<file path="src/rtl/ysyx_22040237_mem_arb.sv">
`timescale 1ns/1ps
// ysyx_22040237_mem_arb
// Shares the single memory port between instruction fetch (IFU) and
// load/store (LSU). One transaction is in flight at a time:
//   IDLE --grant--> REQ --mem_req_ready--> WAIT --mem_rsp_valid--> IDLE
// LSU has priority; after STARVE_LIM consecutive LSU grants while the IFU
// was waiting, the IFU is forced to win the next contested arbitration.
// Ports:
//   clk, rst            clock, asynchronous active-low reset
//   ifu_req_* / ifu_rsp_*  fetch request (addr) and 64-bit response pulse
//   lsu_req_* / lsu_rsp_*  load/store request (addr, wen, wdata, wmask)
//                          and response pulse (read data or write ack)
//   mem_req_* / mem_rsp_*  memory port; mem_* fields are registered
//   busy                a transaction is outstanding
module ysyx_22040237_mem_arb #(
  parameter int STARVE_LIM = 4
) (
  input  logic        clk,
  input  logic        rst,
  input  logic        ifu_req_valid,
  output logic        ifu_req_ready,
  input  logic [31:0] ifu_addr,
  output logic        ifu_rsp_valid,
  output logic [63:0] ifu_rsp_data,
  input  logic        lsu_req_valid,
  output logic        lsu_req_ready,
  input  logic [31:0] lsu_addr,
  input  logic        lsu_wen,
  input  logic [63:0] lsu_wdata,
  input  logic [7:0]  lsu_wmask,
  output logic        lsu_rsp_valid,
  output logic [63:0] lsu_rsp_data,
  output logic        mem_req_valid,
  input  logic        mem_req_ready,
  output logic [31:0] mem_addr,
  output logic        mem_wen,
  output logic [63:0] mem_wdata,
  output logic [7:0]  mem_wmask,
  input  logic        mem_rsp_valid,
  input  logic [63:0] mem_rdata,
  output logic        busy
);

  localparam logic [1:0] S_IDLE = 2'd0;
  localparam logic [1:0] S_REQ  = 2'd1;
  localparam logic [1:0] S_WAIT = 2'd2;

  localparam logic OWN_IFU = 1'b0;
  localparam logic OWN_LSU = 1'b1;

  localparam logic [3:0] LIM = STARVE_LIM[3:0];

  logic [1:0] state;
  logic [3:0] starve_cnt;
  logic       owner;
  logic       idle;
  logic       ifu_forced;
  logic       lsu_win;
  logic       ifu_win;
  logic       lsu_hs;
  logic       ifu_hs;

  // Arbitration is purely combinational on the current valids; the IFU
  // only overrides the LSU when it is itself requesting and has waited out
  // STARVE_LIM LSU grants.
  assign idle          = (state == S_IDLE);
  assign ifu_forced    = ifu_req_valid && (starve_cnt == LIM);
  assign lsu_win       = lsu_req_valid && !ifu_forced;
  assign ifu_win       = ifu_req_valid && !lsu_win;
  assign lsu_req_ready = idle && lsu_win;
  assign ifu_req_ready = idle && ifu_win;
  assign lsu_hs        = lsu_req_valid && lsu_req_ready;
  assign ifu_hs        = ifu_req_valid && ifu_req_ready;

  assign mem_req_valid = (state == S_REQ);
  assign busy          = !idle;

  always_ff @(posedge clk or negedge rst) begin
    if (!rst) begin
      state         <= S_IDLE;
      owner         <= OWN_IFU;
      mem_addr      <= '0;
      mem_wen       <= 1'b0;
      mem_wdata     <= '0;
      mem_wmask     <= '0;
      ifu_rsp_valid <= 1'b0;
      lsu_rsp_valid <= 1'b0;
      ifu_rsp_data  <= '0;
      lsu_rsp_data  <= '0;
    end else begin
      ifu_rsp_valid <= 1'b0;
      lsu_rsp_valid <= 1'b0;
      case (state)
        S_IDLE: begin
          if (lsu_hs) begin
            owner     <= OWN_LSU;
            mem_addr  <= lsu_addr;
            mem_wen   <= lsu_wen;
            mem_wdata <= lsu_wdata;
            mem_wmask <= lsu_wmask;
            state     <= S_REQ;
          end else if (ifu_hs) begin
            // Fetches are always reads: no write enable, no mask, no data.
            owner     <= OWN_IFU;
            mem_addr  <= ifu_addr;
            mem_wen   <= 1'b0;
            mem_wdata <= '0;
            mem_wmask <= '0;
            state     <= S_REQ;
          end
        end
        S_REQ: begin
          if (mem_req_ready) state <= S_WAIT;
        end
        S_WAIT: begin
          if (mem_rsp_valid) begin
            state <= S_IDLE;
            if (owner == OWN_LSU) begin
              lsu_rsp_valid <= 1'b1;
              // A write ack carries no data; keep the last load result.
              if (!mem_wen) lsu_rsp_data <= mem_rdata;
            end else begin
              ifu_rsp_valid <= 1'b1;
              ifu_rsp_data  <= mem_rdata;
            end
          end
        end
        default: state <= S_IDLE;
      endcase
    end
  end

  // Counts LSU wins taken while the IFU was also asking.
  always_ff @(posedge clk or negedge rst) begin
    if (!rst) begin
      starve_cnt <= '0;
    end else if (lsu_hs) begin
      if (!ifu_req_valid)         starve_cnt <= '0;
      else if (starve_cnt != LIM) starve_cnt <= starve_cnt + 4'd1;
    end else if (ifu_hs) begin
      starve_cnt <= '0;
    end
  end

endmodule

</file>
<file path="config.mk">
export PLATFORM = sky130hd
export DESIGN_NAME = ysyx_22040237_mem_arb
export DESIGN_NICKNAME = d
export VERILOG_FILES = /design/src/rtl/ysyx_22040237_mem_arb.sv
export SDC_FILE = /design/constraint.sdc
export NUM_CORES = 1
export LEC_CHECK = 0
export ABC_AREA = 1
export CAP_MARGIN = 20
export CORE_AREA = 2 2 173 175
export DETAILED_ROUTE_END_ITERATION = 8
export DIE_AREA = 0 0 175 177
export GPL_TIMING_DRIVEN = 0
export PLACE_DENSITY = 0.7
export SLEW_MARGIN = 20
export SYNTH_ARGS = -nofsm -noshare
export SYNTH_HDL_FRONTEND = slang
export SYNTH_SLANG_ARGS = --single-unit
</file>
<file path="constraint.sdc">
create_clock -name clk -period 4.3 [get_ports clk]
set_input_delay 0.43 -clock clk [delete_from_list [all_inputs] [get_ports clk]]
set_output_delay 0.43 -clock clk [all_outputs]
set_load 0.02 [all_outputs]
</file>
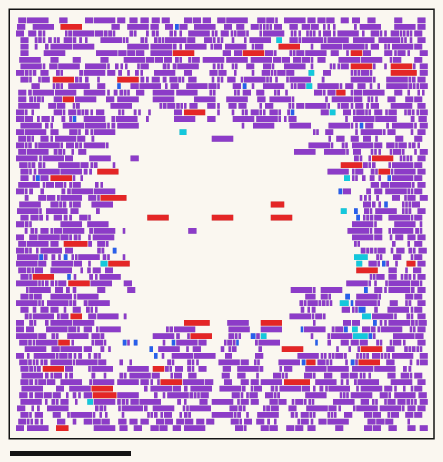
*Cells by drive strength, run 1*
Bar = 50 um.
| size | colour | cells |
|---|---|---|
| drive 1 or less | purple | 1432 |
| drive 6 and up | red | 45 |
| drive 3 to 4 | cyan | 16 |
| drive 2 | blue | 35 |

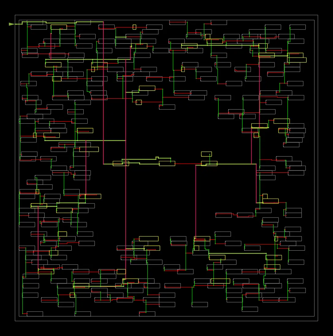
*Clock nets, run 1*
CTS Sinks: 242
Seq Cell Count: 242

==> flow_summary.ini, run 1 <==
; physical design summary
[logic_synthesis]
synthDistinctLibCells = 24
yosys-top-cells-count = nand2_1 (449), dfrtp_1 (242), o21ai_1 (90), inv_1 (88), o21ai_0 (50)
most_common_cell = nand2_1
ys_top_cells_by_area = dfrtp_1 (64%), nand2_1 (18%), o21ai_1 (4.8%)
yosys_warnings = 0
syn_nets = 1237

[worst_setup_path]
path_cells = inv_1, ha_1, nand2_1, inv_1, nand2_4, nand3_4, inv_2, buf_2, clkdlybuf4s50_1
rr_worst_depth = 10
cp-end-kind = output pin
regToRegSetupSlack_ns = 2.23
critPathMaxStageDelay_ns = 0.64
cpMostUsedCell = inv_1
arrival_ns = 2.75
reg2reg_from = starve_cnt[0]

[global_route]
grt_pass1_vias = 8777
antenna_found_initial = 2
grt_max_degree = 98
overflow = 0

[power_and_ir_drop]
seq_power_share_pct = 32.8
p_leak_nw = 7.39
power_frac_clock_pct = 21.6
comb_power_share_pct = 45.7

[job]
warnings = 27
drv_cap = 0

[cells_and_area]
fin_util_pct = 52.7
syn2layout_area_growth_pct = 64.1
num-nets-final = 1715

[routing]
drt_iter0_drc = 420
drc = 0
drt-pass1-iter-count = 4
antenna_left = 0
vias_per_cell = 4.49

[sta]
finalSetupViolations = 0
final_max_slew_viol_count = 0
setup_slack_ns = 1.12
rsz0062_at_grt = false
finalClockSkew_ns = 0.0246
maxSlewHeadroom_pct = 62.4
worst_pin_slew_ns = 0.564
finalCritPeriodShare_pct = 73.9

[worst_hold_path]
hold_path_class = primary input to asynchronous set/reset pin

[placement]
hpwl_mm = 24.0

[outcome]
run_status = complete, no violations

[die]
ios = 446
fp_util_pct = 32.1

[clock_network]
clkSlewWorstSetupHoldPaths_ns = 0.06
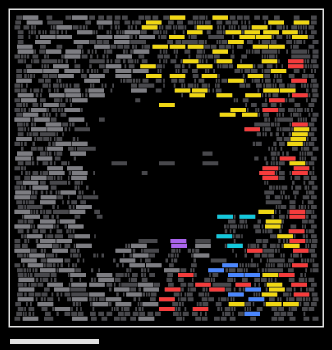
*Register map, names as in the netlist, run 1*
Bar = 50 um.
| name in the netlist | colour | sequential cells |
|---|---|---|
| `state` | purple | 2 |
| `starve_cnt` | cyan | 4 |
| `mem_wdata` | yellow | 64 |
| `mem_wmask` | blue | 8 |
| `mem_addr` | red | 32 |

==> run 1: state kept, by name (all words and copies together), names as in the netlist <==
register	flops
ifu_rsp_valid	1
ifu_rsp_data	64
mem_wmask	8
mem_wen	1
starve_cnt	4
mem_addr	32
state	2
lsu_rsp_data	64
mem_wdata	64
owner	1
lsu_rsp_valid	1
==> run 1: kinds of logic (layout without fill, tap and decap cells) <==
group / Yosys count / after routing / share of synthesized area, %
other: 0 / 1 / 0
adder cells (fa/ha/maj): 2 / 2 / 0.266
AND/OR/NAND/NOR: 493 / 493 / 20.7
flip-flops: 242 / 242 / 64.5
XOR/XNOR: 2 / 2 / 0.187
AND-OR/OR-AND: 144 / 144 / 7.90
buffers and inverters: 145 / 645 / 6.53
==> run 1: power groups by stage <==
| stage | registers (W) | logic, W | clock network, W |
|---|---|---|---|
| detailed placement | 0.00386 | 0.00541 | 0 |
| global route | 0.00397 | 0.00581 | 0.00269 |
| floorplan | 0.00501 | 0.00139 | 0 |
| global placement | 0.00384 | 0.00535 | 0 |
| CTS | 0.00385 | 0.00544 | 0.00259 |
| finish | 0.00385 | 0.00537 | 0.00254 |
==> run 1: stage by stage <==
stage               setup TNS (ns)  area, um^2  cells
floorplan                        0        9390   1028
global placement          -1829.62       14300   1863
detailed placement               0       14400   1865
CTS                              0       15400   1918
global route                     0       15400   1919
finish                           0       15400   1919
==> run 1: worst max-delay path: cells and delay by family, from the launching register on <==
kind,cells,cell delay (ns)
buffers and inverters,5,1.27
flip-flops,1,0.37
AND/OR/NAND/NOR,3,0.37
adder cells (fa/ha/maj),1,0.19
==> run 1: final cells by class <==
| cell class | instances | area, um^2 | area share, % |
|---|---|---|---|
| tap | 390 | 488 | 3.17 |
| multi-input combinational | 641 | 2730 | 17.7 |
| buffer | 53 | 268 | 1.74 |
| inverter | 92 | 345 | 2.24 |
| clock inverter | 18 | 221 | 1.44 |
| antenna | 1 | 2.50 | 0.0162 |
| clock buffer | 34 | 783 | 5.08 |
| timing repair buffer | 448 | 4520 | 29.4 |
| sequential | 242 | 6060 | 39.3 |
==> run 1: layout by cell type, fill, tap and decap left out, types with 2 or more instances in the layout <==
cell,synthesis,routed
nand2_1,449,449
clkdlybuf4s50_1,0,444
dfrtp_1,242,242
o21ai_1,90,90
inv_1,88,88
o21ai_0,50,50
clkbuf_16,0,28
nand3_1,27,27
buf_2,22,22
clkbuf_1,18,18
nand4_1,8,8
clkbuf_8,0,6
clkinv_2,0,6
buf_4,5,5
buf_1,5,5
clkinvlp_4,0,5
inv_2,4,4
bufinv_16,0,4
nor2_1,3,3
buf_6,3,3
nor2_2,2,2
nand2_4,2,2
xor2_1,2,2
ha_1,2,2
clkinv_4,0,2
buf_16,0,2
==> run 1: metal layers <==
metal | wire length [um] | up-vias | track usage, %
li1 | - | 4144 | -
met2 | 15600 | 353 | 35.4
met5 | 13 | - | 0
met4 | 891 | 2 | 5.69
met3 | 3260 | 46 | 7.73
met1 | 12300 | 4078 | 23.8
==> run 1: timing repair <==
| action | in CTS | in global routing |
|---|---|---|
| hold buffers | 1 | 0 |
| hold endpoints to repair | 50 | 0 |
| gates resized | 0 | 0 |
### A small window of the routed layout, run 1

Window x 116 to 146, y 29 to 59 um. Cells in grey, sequential cells in the stronger grey; small squares are vias.
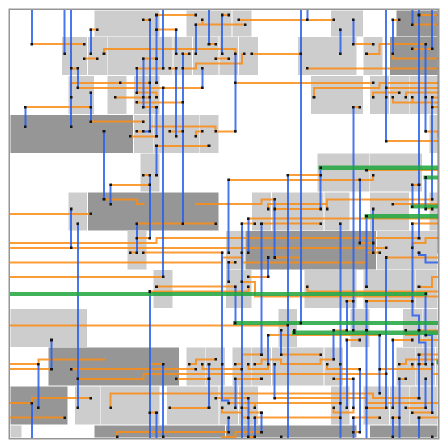

--- run 2 (diff from run 1) ---
- CORE_AREA: 2 2 173 175 -> 2 2 174 176
- DIE_AREA: 0 0 175 177 -> 0 0 176 178
- PLACE_DENSITY: 0.7 -> 0.69
- clock period: 4.3 -> 3.3 ns (I/O delays scaled with it)
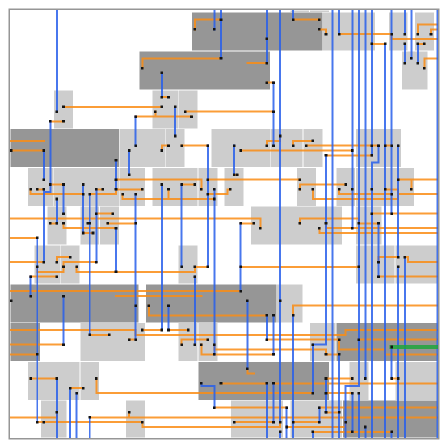
*A small window of the routed layout, run 2*
Window x 117 to 147, y 30 to 60 um. Cells in grey, sequential cells in the stronger grey; small squares are vias.
| layer | colour |
|---|---|
| met2 | blue |
| met3 | green |
| met1 | orange |
most frequent: nand2_1 (11), dfrtp_1 (8), clkdlybuf4s50_1 (6)
netlist names of flops here include: `starve_cnt` (4), `mem_wdata` (2), `mem_wmask` (2)
cells with their middle in the window: 53
sequential cells in the window: 8

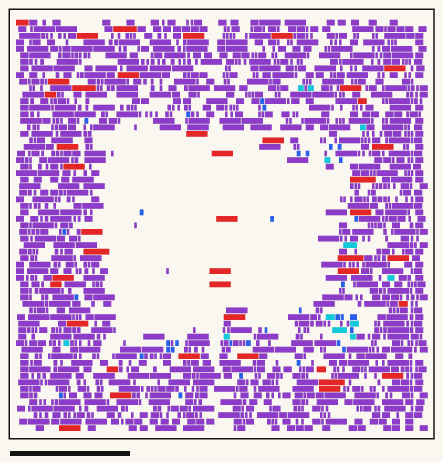
*Cells by drive strength, run 2*
Bar = 50 um.
| size | colour | cells |
|---|---|---|
| drive 2 | blue | 34 |
| drive 1 or less | purple | 1436 |
| drive 3 to 4 | cyan | 12 |
| drive 6 and up | red | 42 |

==> run 2 against run 1 <==
Against the previous run:
- wire length up 2.7%
- sequential share of layout area rose by 0.14 points
- worst setup slack lost 0.91 ns
- via count is 0.92% higher
- critical path type unchanged
- non-clock buffer count did not move
- sequential power rose by about 30%
- largest cell class unchanged
- critical path depth is the same
==> flow_summary.ini, run 2 <==
; physical design summary
[die]
ios = 446
fp_util_pct = 32.0

[logic_synthesis]
yosys_warnings = 0
yosys-top-cells-count = nand2_1 (449), dfrtp_1 (242), o21ai_1 (90), inv_1 (88), o21ai_0 (50)
syn_nets = 1237
most_common_cell = nand2_1

[outcome]
run_status = complete, no violations

[global_route]
antenna_found_initial = 1
grt_max_degree = 93
grt_pass1_vias = 8911

[sta]
maxSlewHeadroom_pct = 55.8
finalSetupViolations = 0
finalCritPeriodShare_pct = 93.5
worst_pin_slew_ns = 0.663

[routing]
drc = 0
vias_per_cell = 4.55
drt_iter0_drc = 386

[cells_and_area]
antenna_cells = 0
fin_util_pct = 52.2
num-nets-final = 1715
lay_top_count = nand2_1
layout_top_cells = nand2_1 (449), clkdlybuf4s50_1 (444), dfrtp_1 (242)
regArea_um2 = 6060
logic_area_um2 = 2730

[job]
warnings = 27

[worst_hold_path]
hold_path_class = primary input to flop

[worst_setup_path]
rr_worst_depth = 10
cp-end-kind = output pin
arrival_ns = 2.76

[power_and_ir_drop]
p_leak_nw = 7.37

[placement]
hpwl_mm = 24.6

[clock_network]
clkSinkCount = 242
## run 2: cell types whose count changed in the layout (fill, tap and decap cells not counted), sizes merged
cell and change:
clkbuf +2, clkinv -3, clkinvlp -3, diode -1
## run 2: layout make-up
| cell class | count | area share (%) |
|---|---|---|
| clock buffer | 36 | 5.09 |
| sequential | 242 | 39.4 |
| clock inverter | 12 | 1.10 |
| buffer | 53 | 1.74 |
| timing repair buffer | 448 | 29.5 |
| tap | 390 | 3.18 |
| multi-input combinational | 641 | 17.7 |
| inverter | 92 | 2.25 |
## run 2: critical path, cell delays in order, from the launching register on
cell and delay [ns]:
dfrtp_1 0.37, inv_1 0.08, ha_1 0.19, nand2_1 0.06, inv_1 0.06, nand2_4 0.16
nand3_4 0.16, inv_2 0.22, buf_2 0.28, clkdlybuf4s50_1 0.64
## run 2: per-stage QoR
step	instances	area, um^2	power, W	setup slack [ns]	TNS [ns]
after global routing	1914	15400	0.0162	0.00750	0
after floorplan	1028	9390	0.00833	1.71	0
after global placement	1863	14300	0.0120	-8.66	-2088.78
after CTS	1914	15400	0.0154	0.135	0
final	1914	15400	0.0152	0.215	0
after detailed placement	1865	14400	0.0121	0.468	0
## run 2: what timing repair did
action,in CTS,in global routing
gates resized,0,0
hold buffers,1,0
endpoints found under the hold margin,61,0
setup buffers,0,0
## run 2: cells by family (layout without fill, tap and decap cells)
group	count (synthesis)	count (layout)	synth area share (%)
simple gates	493	493	20.7
flops	242	242	64.5
buf+inv	145	641	6.53
compound gates	144	144	7.90
fa+ha+maj	2	2	0.266
xor+xnor	2	2	0.187
## run 2: worst paths after layout
kind / to / slack, ns / startpoint
setup / recovery: lsu_req_ready / 0.21 / starve_cnt[0]
hold / removal: mem_wdata[41] / 0.33 / lsu_wdata[41]
setup reg to reg: mem_addr[13] / 1.26 / starve_cnt[0]
hold reg to reg: mem_wdata[7] / 0.47 / mem_wdata[7]
max in group asynchronous: mem_wmask[3] / 2.11 / rst
min in group asynchronous: lsu_rsp_data[8] / 0.34 / rst
## run 2: metal layers
metal	global-route usage (%)	wire, um	part of all wire [%]	up-vias
met3	7.84	3480	11	63
met2	35.7	16000	49	375
li1	-	-	-	4141
met4	6.44	957	2.9	2
met1	23.2	12400	38	4121
met5	0	13	0.040	-
## run 2: power by group
group | internal (W) | leakage (nW) | switching, W | total (W)
clock | 0.00197 | 0.464 | 0.00122 | 0.00319
sequential | 0.00427 | 3.07 | 0.000747 | 0.00502
combinational | 0.00316 | 3.83 | 0.00386 | 0.00702
### Clock nets, run 2

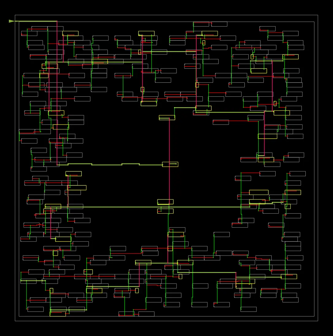

--- run 3 (diff from run 2) ---
- SLEW_MARGIN: 20 -> 30
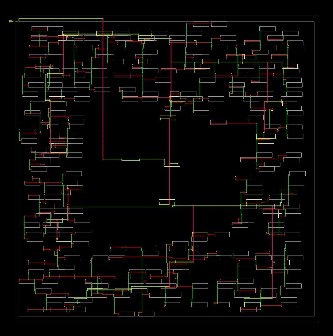
*Clock nets, run 3*
P_clk: 0.00289 W
Final Skew: 0.0102 ns
total CTS buffers: 27
clock buffers: 38

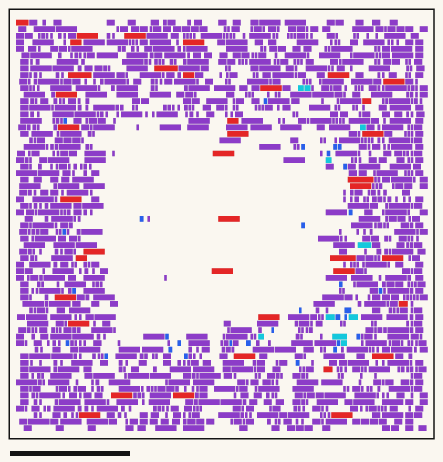
*Cells by drive strength, run 3*
Bar = 50 um.
| size | colour | cells |
|---|---|---|
| drive 3 to 4 | cyan | 10 |
| drive 6 and up | red | 39 |
| drive 1 or less | purple | 1439 |
| drive 2 | blue | 31 |

==> run 3 against run 2 <==
Against the previous run:
- sequential power about the same
- count of clock-buffer cells in the layout up 2
- core utilization down 0.40 points
- worst setup slack better by 0.027 ns
- sequential cell count unchanged
- critical path depth unchanged
- critical endpoint unchanged
==> flow_summary.ini, run 3 <==
; physical design summary
[logic_synthesis]
simple_gate_area_share_pct = 20.7
synth-compound-area-share_pct = 7.90
muxShareOfSynthArea_pct = 0
yosys-top-cells-count = nand2_1 (449), dfrtp_1 (242), o21ai_1 (90), inv_1 (88), o21ai_0 (50)
most_common_cell = nand2_1
ys_sh_xor_pct = 0.186
logic_family = simple AND/OR/NAND/NOR gates

[routing]
vias_per_cell = 4.57
drt_iter0_drc = 498
drc = 0

[clock_network]
clkSinkCount = 242
hold_buffers = 1

[sta]
fin_setup_tns_ns = 0
setup_slack_ns = 0.241
worst_pin_slew_ns = 0.671
maxSlewHeadroom_pct = 55.3

[cells_and_area]
lay_top_count = nand2_1
regArea_um2 = 6060
layout_top_cells = nand2_1 (449), clkdlybuf4s50_1 (444), dfrtp_1 (242)
num-nets-final = 1714

[power_and_ir_drop]
p_int_w = 0.00916
comb_power_share_pct = 47.0

[worst_setup_path]
arrival_ns = 2.73
r2r-end = mem_addr[11]

[job]
warnings = 27

[outcome]
run_status = complete, no violations

[global_route]
grt_pass1_vias = 8984
antenna_found_initial = 0
grt_max_degree = 84

[worst_hold_path]
min-delay-start = lsu_wmask[0]
hold_path_class = primary input to flop
min_to = mem_wmask[0]
## run 3: cells by family (layout without fill, tap and decap cells)
group,after synthesis,after routing
AOI/OAI and AO/OA,144,144
xor gates and xnor gates,2,2
adders and majority gates,2,2
buffers and inverters,145,636
DFF,242,242
and+or+nand+nor,493,493
## run 3: metal layers
metal | GRT usage [%] | vias to the layer above | share of wire (%)
li1 | - | 4133 | -
met1 | 23.0 | 4182 | 37
met2 | 37.1 | 366 | 50
met3 | 7.54 | 49 | 10
met4 | 5.17 | 0 | 2.2
met5 | 0 | - | 0
## run 3: metrics by stage
step,instance area (um^2),cells
after global placement,14300,1863
final,15200,1909
after global routing,15200,1909
after floorplan,9390,1028
after detailed placement,14400,1865
after CTS,15200,1909
## run 3: worst max path at each step
stage | start | endpoint | slack (ns) | cells past startpoint
detailed placement | ifu_req_valid | lsu_req_ready | 0.48 | 8
global route | starve_cnt[0] | lsu_req_ready | 0.06 | 9
finish | starve_cnt[0] | lsu_req_ready | 0.24 | 9
CTS | starve_cnt[0] | lsu_req_ready | 0.16 | 9
floorplan | starve_cnt[0] | lsu_req_ready | 1.71 | 8
global placement | rst | mem_wmask[2] | -8.66 | 1
## run 3: power by group through the flow
stage	clock network, W	logic [W]	registers, W
floorplan	0	0.00181	0.00652
global route	0.00309	0.00758	0.00518
finish	0.00289	0.00702	0.00502
detailed placement	0	0.00709	0.00503
CTS	0.00296	0.00712	0.00502
global placement	0	0.00699	0.00501
## run 3: final cells by class
| cell class | count | share of cell area, % |
|---|---|---|
| clock buffer | 38 | 4.97 |
| multi-input combinational | 641 | 17.9 |
| inverter | 92 | 2.27 |
| timing repair buffer | 448 | 29.7 |
| clock inverter | 5 | 0.509 |
| buffer | 53 | 1.76 |
| sequential | 242 | 39.7 |
| tap | 390 | 3.20 |
## run 3: tightest hold or removal path: cells and delay by family
family                 cells  cell delay, ns
buffers and inverters      1            0.39
and+or+nand+nor            2            0.10
Power figures rest on the tool's default switching activity, not on a simulated workload.
